### Logic cells by family, run 1

Bar = 20 um.
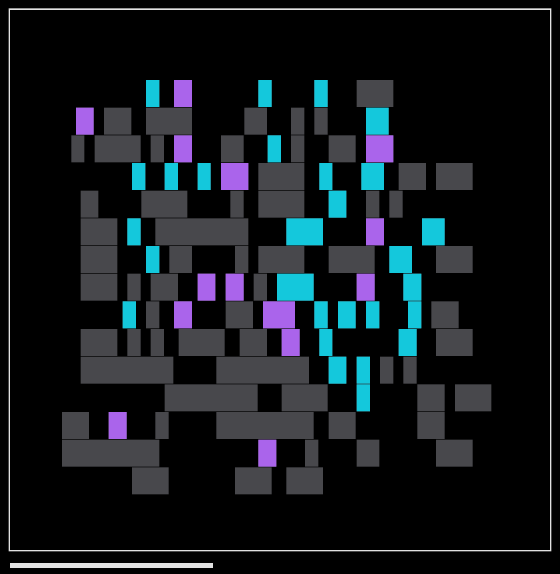
### The clock network, run 1

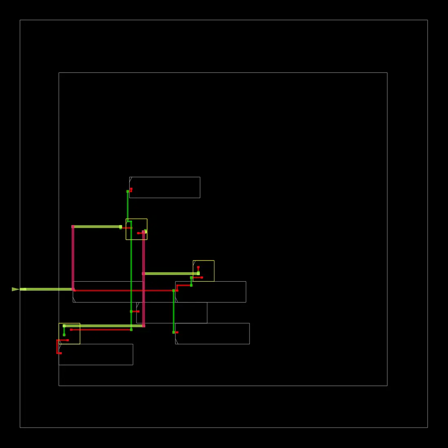
### Pin placement, run 1

Pins as bars across the die edge, other pins in grey.
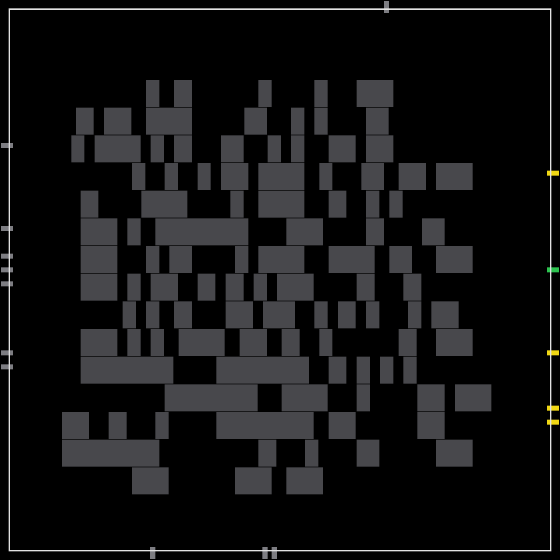
$ cat src/rtl/jk_mod_counter_pkg.sv
// Shared sequential-circuit definitions: direction encoding and default sizing.
package jk_mod_counter_pkg;
  localparam logic DIR_UP = 1'b1;
  localparam logic DIR_DN = 1'b0;

  localparam int DEF_WIDTH   = 4;
  localparam int DEF_MODULUS = 10;
endpackage

$ cat src/rtl/jk_mod_counter_jkff.sv
// Single JK flip-flop with asynchronous active-high reset.
module jkff (
  input  logic clk,
  input  logic rst,
  input  logic j,
  input  logic k,
  output logic q,
  output logic qb
);
  logic q_q, q_d;

  // JK characteristic: hold / clear / set / toggle
  always_comb begin
    q_d = q_q;
    case ({j, k})
      2'b00: q_d = q_q;
      2'b01: q_d = 1'b0;
      2'b10: q_d = 1'b1;
      2'b11: q_d = ~q_q;
      default: q_d = q_q;
    endcase
  end

  // state register, reset forces q low regardless of clk
  always_ff @(posedge clk or posedge rst) begin
    if (rst) q_q <= 1'b0;
    else     q_q <= q_d;
  end

  assign q  = q_q;
  assign qb = ~q_q;
endmodule

$ cat src/rtl/jk_mod_counter.sv
// Modulo-N up/down counter built from per-bit JK flip-flops, with
// parallel load (clamped to range), terminal count, wrap and load-error pulses.
module jk_mod_counter
  import jk_mod_counter_pkg::*;
#(
  parameter int WIDTH   = DEF_WIDTH,
  parameter int MODULUS = DEF_MODULUS
) (
  input  logic             clk,
  input  logic             rst,
  input  logic             en,
  input  logic             up,
  input  logic             load,
  input  logic [WIDTH-1:0] din,
  output logic [WIDTH-1:0] count,
  output logic             tc,
  output logic             wrap,
  output logic             load_err
);
  // MODULUS may equal 2**WIDTH, so range compares need one extra bit
  localparam logic [WIDTH:0]   MOD_EXT = (WIDTH+1)'(MODULUS);
  localparam logic [WIDTH-1:0] MAX_CNT = WIDTH'(MODULUS - 1);

  logic [WIDTH-1:0] nxt;
  logic [WIDTH-1:0] j, k;
  logic [WIDTH-1:0] qb_unused;
  logic             din_ok;
  logic             at_max, at_zero;
  logic             wrap_q, wrap_d;
  logic             load_err_q, load_err_d;

  assign din_ok  = ({1'b0, din} < MOD_EXT);
  assign at_max  = (count == MAX_CNT);
  assign at_zero = (count == '0);

  // terminal count: an enabled, non-loading step that will wrap
  assign tc = en & ~load & ((up & at_max) | (~up & at_zero));

  // target value for this edge; excitation only drives bits that must change,
  // so unchanged bits (including the whole word on hold) see J=K=0
  always_comb begin
    nxt        = count;
    load_err_d = 1'b0;
    wrap_d     = 1'b0;
    if (load) begin
      nxt        = din_ok ? din : MAX_CNT;
      load_err_d = ~din_ok;
    end else if (en) begin
      wrap_d = tc;
      if (up == DIR_UP) nxt = at_max  ? '0      : count + WIDTH'(1);
      else              nxt = at_zero ? MAX_CNT : count - WIDTH'(1);
    end
    j = ~count & nxt;
    k =  count & ~nxt;
  end

  // per-bit storage
  for (genvar i = 0; i < WIDTH; i++) begin : g_bit
    jkff u_ff (
      .clk (clk),
      .rst (rst),
      .j   (j[i]),
      .k   (k[i]),
      .q   (count[i]),
      .qb  (qb_unused[i])
    );
  end

  // one-cycle status pulses, cleared asynchronously by reset
  always_ff @(posedge clk or posedge rst) begin
    if (rst) begin
      wrap_q     <= 1'b0;
      load_err_q <= 1'b0;
    end else begin
      wrap_q     <= wrap_d;
      load_err_q <= load_err_d;
    end
  end

  assign wrap     = wrap_q;
  assign load_err = load_err_q;
endmodule

$ cat config.mk
export PLATFORM = sky130hd
export DESIGN_NAME = jk_mod_counter
export DESIGN_NICKNAME = d
export VERILOG_FILES = /design/src/rtl/jk_mod_counter_pkg.sv /design/src/rtl/jk_mod_counter_jkff.sv /design/src/rtl/jk_mod_counter.sv
export SDC_FILE = /design/constraint.sdc
export NUM_CORES = 1
export LEC_CHECK = 0
export ABC_AREA = 1
export CELL_PAD_IN_SITES_DETAIL_PLACEMENT = 1
export CELL_PAD_IN_SITES_GLOBAL_PLACEMENT = 1
export CORE_MARGIN = 5
export CORE_UTILIZATION = 32
export CTS_CLUSTER_SIZE = 12
export DETAILED_ROUTE_END_ITERATION = 6
export GPL_TIMING_DRIVEN = 0
export PLACE_DENSITY_LB_ADDON = 0.3
export SYNTH_ARGS = -nofsm -noshare
export SYNTH_HDL_FRONTEND = slang
export SYNTH_SLANG_ARGS = --single-unit
export TNS_END_PERCENT = 30
$ cat constraint.sdc
create_clock -name clk -period 2 [get_ports clk]
set_input_delay 0.3 -clock clk [delete_from_list [all_inputs] [get_ports clk]]
set_output_delay 0.3 -clock clk [all_outputs]
set_load 0.01 [all_outputs]
==> COMMIT_EDITMSG, run 1 <==
Store results of the implementation flow

- Result of the run: finished clean
- Synth unique cells: 17
- The share of total power dissipated in the clock network is about a tenth.
- The flow reports an fmax of 0.543 GHz.
- Sequential cells were found to cover between 20% and 30% of the synthesized design area.
- Listed in order, past its start point the critical path passes inv_4 > ha_1 > nand3_2 > nand2_2 > inv_2 > nor4_2 > buf_2.
- The floorplan has 15 rows.
- The OpenROAD report gives the critical path a required time of about 1.7 ns.
* Cell Pwr Density: 1360 nW/um^2
* Vias post-DR: approximately 610
- After clock tree synthesis, the clock-pin slew on the worst setup and hold paths is roughly 0.05 ns.
* Clk latency late pin: ~0.25 ns
- Post-synthesis cell type with the largest combined area: dfrtp_1
* Number of violations reported at the end of detailed-routing iteration 0: 6
- For reference, the final report shows the max-slew violation count at 0.
- Sequential cells account for between 20% and 30% of the total power.
- The tree is rooted in a clkbuf_4.
- The timing report notes that buffer and inverter cells on the critical path total 3.
- Routability-driven placement finished with a final weighted congestion of approximately 0.84.
- Number of cells traversed by the worst register-to-register path: 12
- Placement Cell Area: roughly 770 um^2
* Startpoint of the worst register-to-register path: g_bit[0].u_ff.q$_DFFE_PP0P_
- Hold is met by 0.273 ns.
- WL final: ~1600 um
- Per the Yosys statistics, synthesis produced 84 cells.
* Worst-margin pin slew: about 0.25 ns
- DRC violation count after routing: 0
- Share of the cycle needed by the critical path after routing: just over 90%
* Final net count: between 100 and 150
* DRT antenna net count: 0
- Max_slew headroom: 83.3%
- CP Max Fanout: 7
- Worst min-delay path class: primary input to asynchronous set/reset pin
## Picture notes: 'Logic cells by family'
- cyan: nand cells (cells 28)
- purple: aoi and oai cells (cells 14)
combinational share of cell area: 45.8%
non-filler instance count after layout: 129
most instantiated logic cell after routing: nand2_1

## Picture notes: 'The clock network'
number of clock buffers in the layout: 3
Max Clock Skew: 0.00203 ns
number of buffers inserted during clock tree synthesis: 3
Sink Count: 6
Flops: 6

## Picture notes: 'Pin placement'
- yellow: count (pins 4; direction output; edge right)
- green: up (pins 1; direction input; edge right)
Buffers on Ports: 14
Horiz. Die Dim: 53.1 um
Chip Height: 53.1 um

[run 1: worst register-to-register path: stages (launching register included)]
cell and delay [ns]:
dfrtp_2 0.46, inv_4 0.11, ha_1 0.17, nand3_2 0.11, nand2_2 0.11, nor2_1 0.04
nor2_1 0.11, nor2_2 0.04, nand2_1 0.06, nand2_1 0.05, ha_1 0.28, nor2_1 0.04
a21oi_1 0.16
[run 1: what timing repair did]
item                                    4_1_cts  5_1_grt
endpoints found under the setup margin        2        3
gates resized                                10        2
buffers inserted                              0        3
[run 1: cell usage after synthesis]
cell and instances:
o32ai_1 1, ha_1 8, dfrtp_1 6, nor2_1 10
nor4_1 2, nand2_2 3, nand3_1 5, nand3_2 2
a21oi_1 10, o21ai_0 1, nand4_1 1, inv_2 4
o211ai_1 2, buf_4 5, nor2_2 1, inv_1 6
nand2_1 17
[run 1: power groups by stage]
| stage | combinational, mW | sequential [mW] | clock (mW) |
|---|---|---|---|
| after floorplan | 0.478 | 0.232 | 0 |
| final | 0.744 | 0.259 | 0.114 |
| after global placement | 0.652 | 0.258 | 0 |
| after global routing | 0.854 | 0.263 | 0.130 |
| after CTS | 0.688 | 0.269 | 0.117 |
| after detailed placement | 0.683 | 0.259 | 0 |
[run 1: area by class of cell]
| class | count | area, um^2 |
|---|---|---|
| fill | 237 | 926 |
| sequential | 6 | 153 |
| clock buffer | 3 | 22.5 |
| timing repair buffer | 17 | 158 |
| tap | 25 | 31.3 |
| buffer | 5 | 37.5 |
| multi-input combinational | 63 | 375 |
| inverter | 10 | 42.5 |
[run 1: through the flow]
step                      TNS, ns  util, %  total power, mW
after floorplan                 0        -            0.709
after global placement     -0.267     43.9            0.910
after detailed placement   -0.208     43.9            0.942
after CTS                       0     45.2             1.07
after global routing            0     47.0             1.25
final                           0     47.0             1.12
[run 1: kinds of logic after synthesis]
family	synth area share, %
and+or+nand+nor	32.0
buffers and inverters	12.6
AOI/OAI and AO/OA	13.3
adders and majority gates	16.8
DFF	25.3
[run 1: sequential cells by signal, indices dropped and copies added, names as in the netlist]
register,cells
load_err,1
wrap,1
g_bit.u_ff.q,4
[run 1: worst max path at each step]
stage / startpoint / endpoint / slack [ns]
2_1_floorplan: g_bit[0].u_ff.q$_DFFE_PP0P_ / g_bit[2].u_ff.q$_DFFE_PP0P_ / 0.27
3_3_place_gp: en / tc / -0.27
3_5_place_dp: g_bit[0].u_ff.q$_DFFE_PP0P_ / tc / -0.21
4_1_cts: g_bit[1].u_ff.q$_DFFE_PP0P_ / tc / 0.06
5_1_grt: g_bit[0].u_ff.q$_DFFE_PP0P_ / g_bit[2].u_ff.q$_DFFE_PP0P_ / 0.02
6_report: g_bit[0].u_ff.q$_DFFE_PP0P_ / tc / 0.16
[run 1: per-layer routing]
layer | wire length (um) | share of wire [%] | global-route usage [%] | vias to the layer above
met3 | 71 | 4.3 | 4.79 | 5
met2 | 772 | 47 | 22.3 | 15
met4 | 20 | 1.2 | 3.83 | 0
met1 | 778 | 47 | 15.8 | 265
met5 | 0 | 0 | 0 | -
li1 | - | - | - | 322
==> run 2, diff against run 1 <==
Settings changed: CORE_MARGIN 5 to 3.
### Signal wires by layer, run 2

Only two layers are drawn.
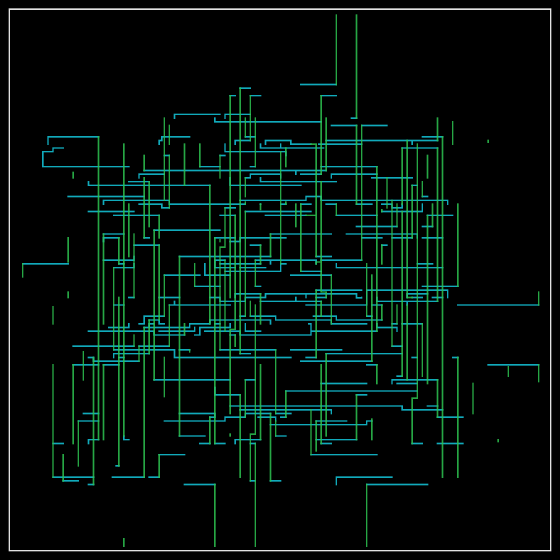
- green: M2 (wire length 834 um)
- cyan: M1 (wire length 732 um)
WL final: 1690 um
Routed WL per cell: 13.1 um
vias post-DR: 637

### Logic cells by family, run 2

Bar = 10 um.
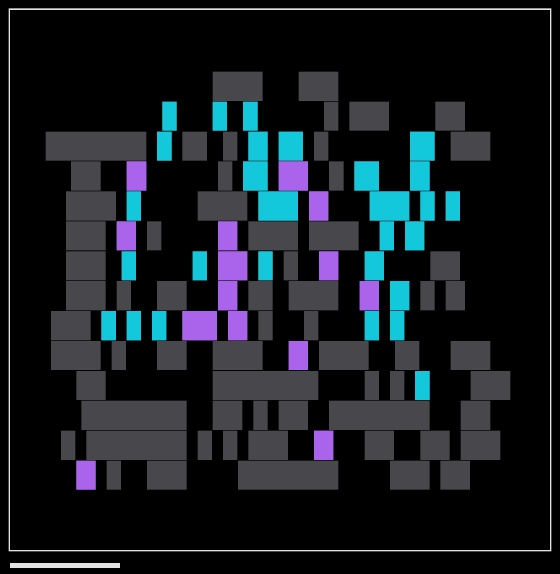
- purple: aoi and oai cells (cells 14)
- cyan: nand cells (cells 28)
combinational share of cell area: 45.6%

==> run 2 against run 1 <==
Effect of this change: die size is 14% lower; synthesized area stayed put; setup slack worse by 0.045 ns; critical path depth stayed put; wire length is 2.7% higher; largest cell class unchanged; largest power group unchanged; highest routed layer unchanged.
==> COMMIT_EDITMSG, run 2 <==
Store results of the implementation flow

- The congestion estimate from routability-driven global placement came to around 0.79.
- The completed layout was analyzed and its total power is between 1 and 1.5 mW.
* Max_slew headroom: about four fifths
- Cell count listed in synth_stat.txt: 84
- Synth unique cells: 17
- The multi-input combinational cells in the finished layout cover a total of 375 um^2.
* Layout filler cell count: ~230
* Clock transition at path regs: around 0.05 ns
- Slew Limit Fails: 0
- Number of violations reported at the end of detailed-routing iteration 0: 9
- Flip-flop count of the largest register after layout: 4
- Fraction of the yosys area taken by sequential cells: roughly a quarter
- Cell with the most instances after synthesis: nand2_1
- The clock network accounts for between 10% and 20% of the total power.
- Sink Count: 6
- After detailed routing, the number of remaining DRC violations is 0.
* Synthesized instance count: roughly 84
- Result of the run: finished clean
- The floorplan step set the die height to slightly below 50 um.
- Post-synthesis cell type with the largest combined area: dfrtp_1
- Buffers on Ports: 14
- Cell at the root of the clock tree: clkbuf_4
- In the synthesized netlist the dominant register cell turns out to be dfrtp_1.
- The highest clock rate this design can be run at is 0.530 GHz.
* Worst-margin pin slew: between 0.2 and 0.3 ns
- Cell Pwr Density: roughly 1400 nW/um^2
* Non-filler instance count after layout: ~130
- Horiz. Die Dim: approximately 49 um
- Final net count: roughly 120
* Top cells by count, synth: nand2_1, a21oi_1, nor2_1
* Ys async rst share: 100%
* Share of the cycle needed by the critical path after routing: between 90% and 100%
* Number of buffers and inverters on the critical path: 3
- The chip area line in the Yosys stat output reads approximately 600 um^2.
- Per the post-route antenna check, the number of violating nets is 0.
- In the final layout, flip-flops and latches occupy between 150 and 200 um^2.
- Yosys mapped a number of flops with a built-in enable equal to 0.
* Max Clock Skew: about 0.00018 ns
* Worst min-delay path class: primary input to asynchronous set/reset pin
- For the worst-skew pair, the clock arrives at the later sink with an insertion delay of approximately 0.25 ns.
* Data required time at the worst endpoint: 1.70 ns
[run 2: cell counts after synthesis]
No cell type changed its count.
[run 2: per-layer routing]
layer / share of wire [%] / global-route usage (%) / wire (um)
met3: 4.9 / 4.59 / 83
met2: 49 / 26.1 / 834
met4: 2.1 / 4.27 / 36
met5: 0 / 0 / 0
met1: 43 / 16.8 / 732
[run 2: cell type report]
type / instances / area share [%]
clock buffer: 3 / 2.74
sequential: 6 / 18.5
buffer: 5 / 4.56
multi-input combinational: 63 / 45.6
inverter: 10 / 4.86
tap: 24 / 3.65
timing repair buffer: 18 / 20.1
[run 2: cells by family (layout without fill, tap and decap cells)]
| group | Yosys count | count (layout) | synth area share (%) |
|---|---|---|---|
| adders and majority gates | 8 | 8 | 16.8 |
| DFF | 6 | 6 | 25.3 |
| buffers and inverters | 15 | 36 | 12.6 |
| AOI/OAI and AO/OA | 14 | 14 | 13.3 |
| and+or+nand+nor | 41 | 41 | 32.0 |
[run 2: stage by stage]
step	area (um^2)	setup slack, ns	hold WS [ns]	utilization, %	TNS (ns)
floorplan	594	0.269	0.0910	-	0
global placement	764	-0.263	0.520	46.9	-0.263
detailed placement	764	-0.293	0.535	46.9	-0.319
CTS	807	0.00268	0.268	49.5	0
global route	823	-0.00990	0.275	50.5	-0.00990
finish	823	0.112	0.275	50.5	0
[run 2: worst paths after layout]
kind	end	slack (ns)	cells past startpoint	startpoint
max	tc	0.11	7	g_bit[0].u_ff.q$_DFFE_PP0P_
min	wrap$_DFF_PP0_	0.28	2	rst
max reg2reg	g_bit[3].u_ff.q$_DFFE_PP0P_	0.17	11	g_bit[0].u_ff.q$_DFFE_PP0P_
min reg2reg	g_bit[0].u_ff.q$_DFFE_PP0P_	0.71	2	g_bit[0].u_ff.q$_DFFE_PP0P_
max in group asynchronous	g_bit[1].u_ff.q$_DFFE_PP0P_	1.50	2	rst
min in group clk	wrap$_DFF_PP0_	0.31	2	load
[run 2: power by group through the flow]
stage	clock network, mW	logic [mW]	registers [mW]
after floorplan	0	0.478	0.232
after global placement	0	0.647	0.262
after detailed placement	0	0.685	0.264
after CTS	0.114	0.713	0.275
after global routing	0.135	0.877	0.259
final	0.120	0.780	0.249
[run 2: what timing repair did]
item / 4_1_cts / 5_1_grt
resized: 10 / 1
setup buffers: 1 / 3
setup endpoints to repair: 3 / 1
pin swaps: 0 / 0
[run 2: worst register-to-register path, delay by kind of cell, from the launching register on]
family                     cells  cell delay (ns)
and+or+nand+nor                5             0.46
buffers and inverters          2             0.18
AOI/OAI and AO/OA              2             0.19
DFF                            1             0.46
adders and majority gates      2             0.42
==> run 3, diff against run 2 <==
Settings changed: CORE_MARGIN 3 to 2.
### Logic cells by family, run 3

Bar = 10 um.
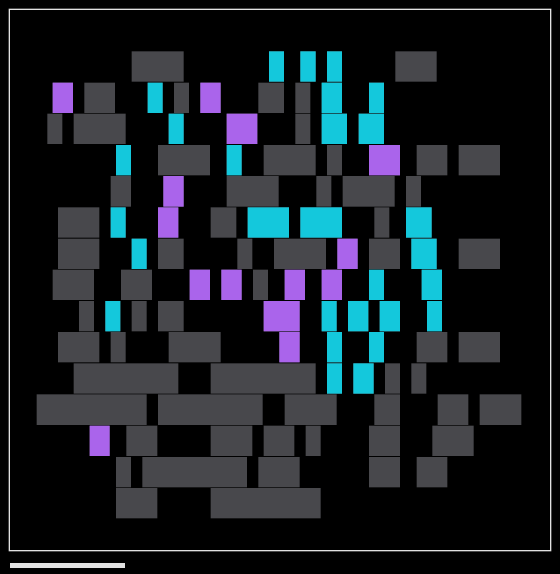
- purple: aoi and oai cells (cells 14)
- cyan: nand cells (cells 28)
combinational share of cell area: 46.0%

### The clock network, run 3

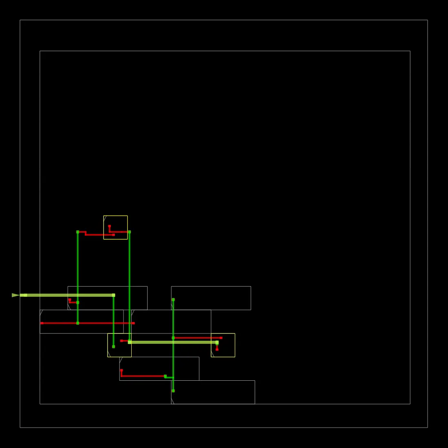
Max Clock Skew: 0.00141 ns
power drawn by the clock network: 0.111 mW
clk latency late pin: 0.24 ns

==> run 3 against run 2 <==
Effect of this change: fmax increased by 1.0%; sequential power rose by 4%; global-route usage increased by 2.3 points; wire length down 10%; setup slack better by 0.019 ns; largest power group unchanged.
==> COMMIT_EDITMSG, run 3 <==
Store results of the implementation flow

- For this run, design rule violations remaining after detail routing come to 0.
* Cell at the root of the clock tree: clkbuf_4
- Across all checked pins, the minimum headroom to the slew limit is about four fifths.
* Number of buffers inserted during clock tree synthesis: 3
- Ys async rst share: 100%
* Area of combinational cells with multiple inputs: roughly 380 um^2
* Power, Total: around 1.1 mW
* Slew Limit Fails: 0
- OpenSTA, run right after detailed placement, puts the worst setup slack at -0.213 ns.
- Area figure in the yosys stat output: between 500 and 600 um^2
- Setup slack on the worst flop-to-flop path: approximately 0.17 ns
- Flip-flop count of the largest register after layout: 4
- Share of the cycle needed by the critical path after routing: between 90% and 100%
- Measured on the finished design, the core utilization comes to between 40 and 50%.
* Number of synthesized flops with an enable pin: 0
- Yosys stat counts 84 cells in the synthesized netlist.
- The highest clock rate this design can be run at is roughly 0.53 GHz.
- Total number of placement rows: 15
- Result of the run: finished clean
- The commonest register cell is dfrtp_1.
==> run 3: kinds of logic after synthesis <==
logic type	share of synthesized area [%]
and+or+nand+nor	32.0
adders and majority gates	16.8
AOI/OAI and AO/OA	13.3
DFF	25.3
buffers and inverters	12.6
==> run 3: where the power goes <==
part | switching (mW) | total, mW | internal, mW
combinational | 0.380 | 0.746 | 0.365
clock | 0.0429 | 0.111 | 0.0678
sequential | 0.0853 | 0.260 | 0.174
==> run 3: area by class of cell <==
class,count,share of cell area (%)
buffer,5,4.57
clock buffer,3,2.74
sequential,6,18.6
multi-input combinational,63,46.0
inverter,10,5.18
timing repair buffer,17,19.2
tap,25,3.81
==> run 3: repair_timing <==
action / 4_1_cts / 5_1_grt
setup buffers: 0 / 3
setup endpoints to repair: 2 / 4
endpoints found under the hold margin: 0 / 0
gates resized: 9 / 4
==> run 3: routing by layer <==
layer / wire length (um) / global-route usage (%) / part of all wire (%)
met1: 709 / 23.1 / 47
met4: 14 / 6.67 / 0.93
met2: 734 / 26.6 / 49
met3: 54 / 3.85 / 3.6
met5: 0 / 0 / 0
==> run 3: final timing paths <==
kind,depth (start not counted),end,start
max,7,tc,g_bit[1].u_ff.q$_DFFE_PP0P_
min,2,g_bit[3].u_ff.q$_DFFE_PP0P_,rst
max reg2reg,10,g_bit[3].u_ff.q$_DFFE_PP0P_,g_bit[0].u_ff.q$_DFFE_PP0P_
min reg2reg,2,g_bit[1].u_ff.q$_DFFE_PP0P_,g_bit[1].u_ff.q$_DFFE_PP0P_
max in group asynchronous,2,g_bit[0].u_ff.q$_DFFE_PP0P_,rst
min in group clk,2,wrap$_DFF_PP0_,load
==> run 3: worst max-delay path: stages, from the launching register on <==
cell and delay (ns):
dfrtp_2 0.45, inv_4 0.10, ha_1 0.16, nand3_2 0.10
nand2_2 0.08, inv_2 0.06, nor4_2 0.20, buf_2 0.17

==> layout pictures side by side <==
Cell classes on the final placement.
Fill, decap, tap and diode cells in grey.
panel A
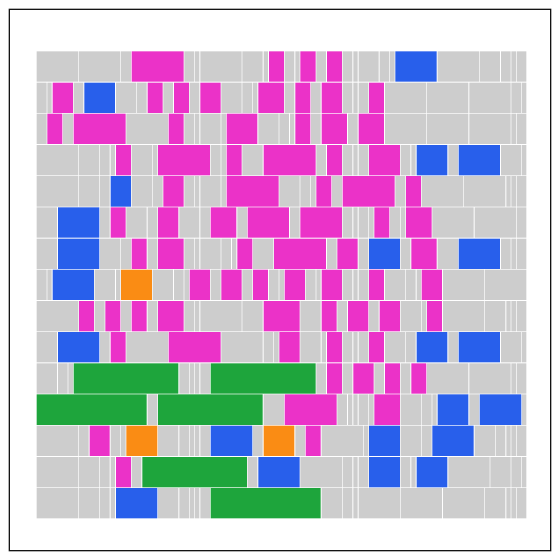
panel B
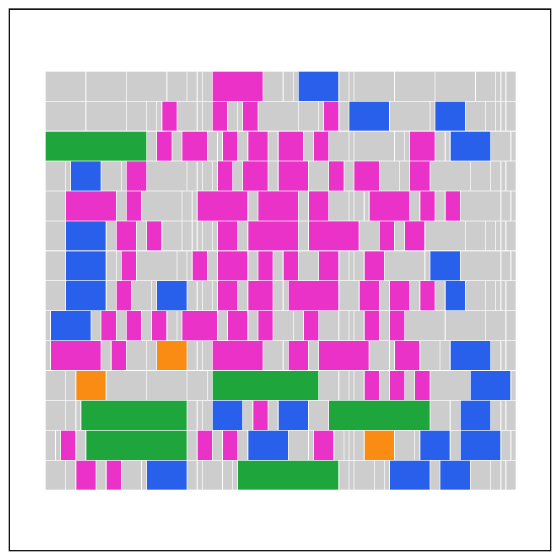
For run 3, see panel A.
For run 2, see panel B.

Power figures rest on the tool's default switching activity, not on a simulated workload.
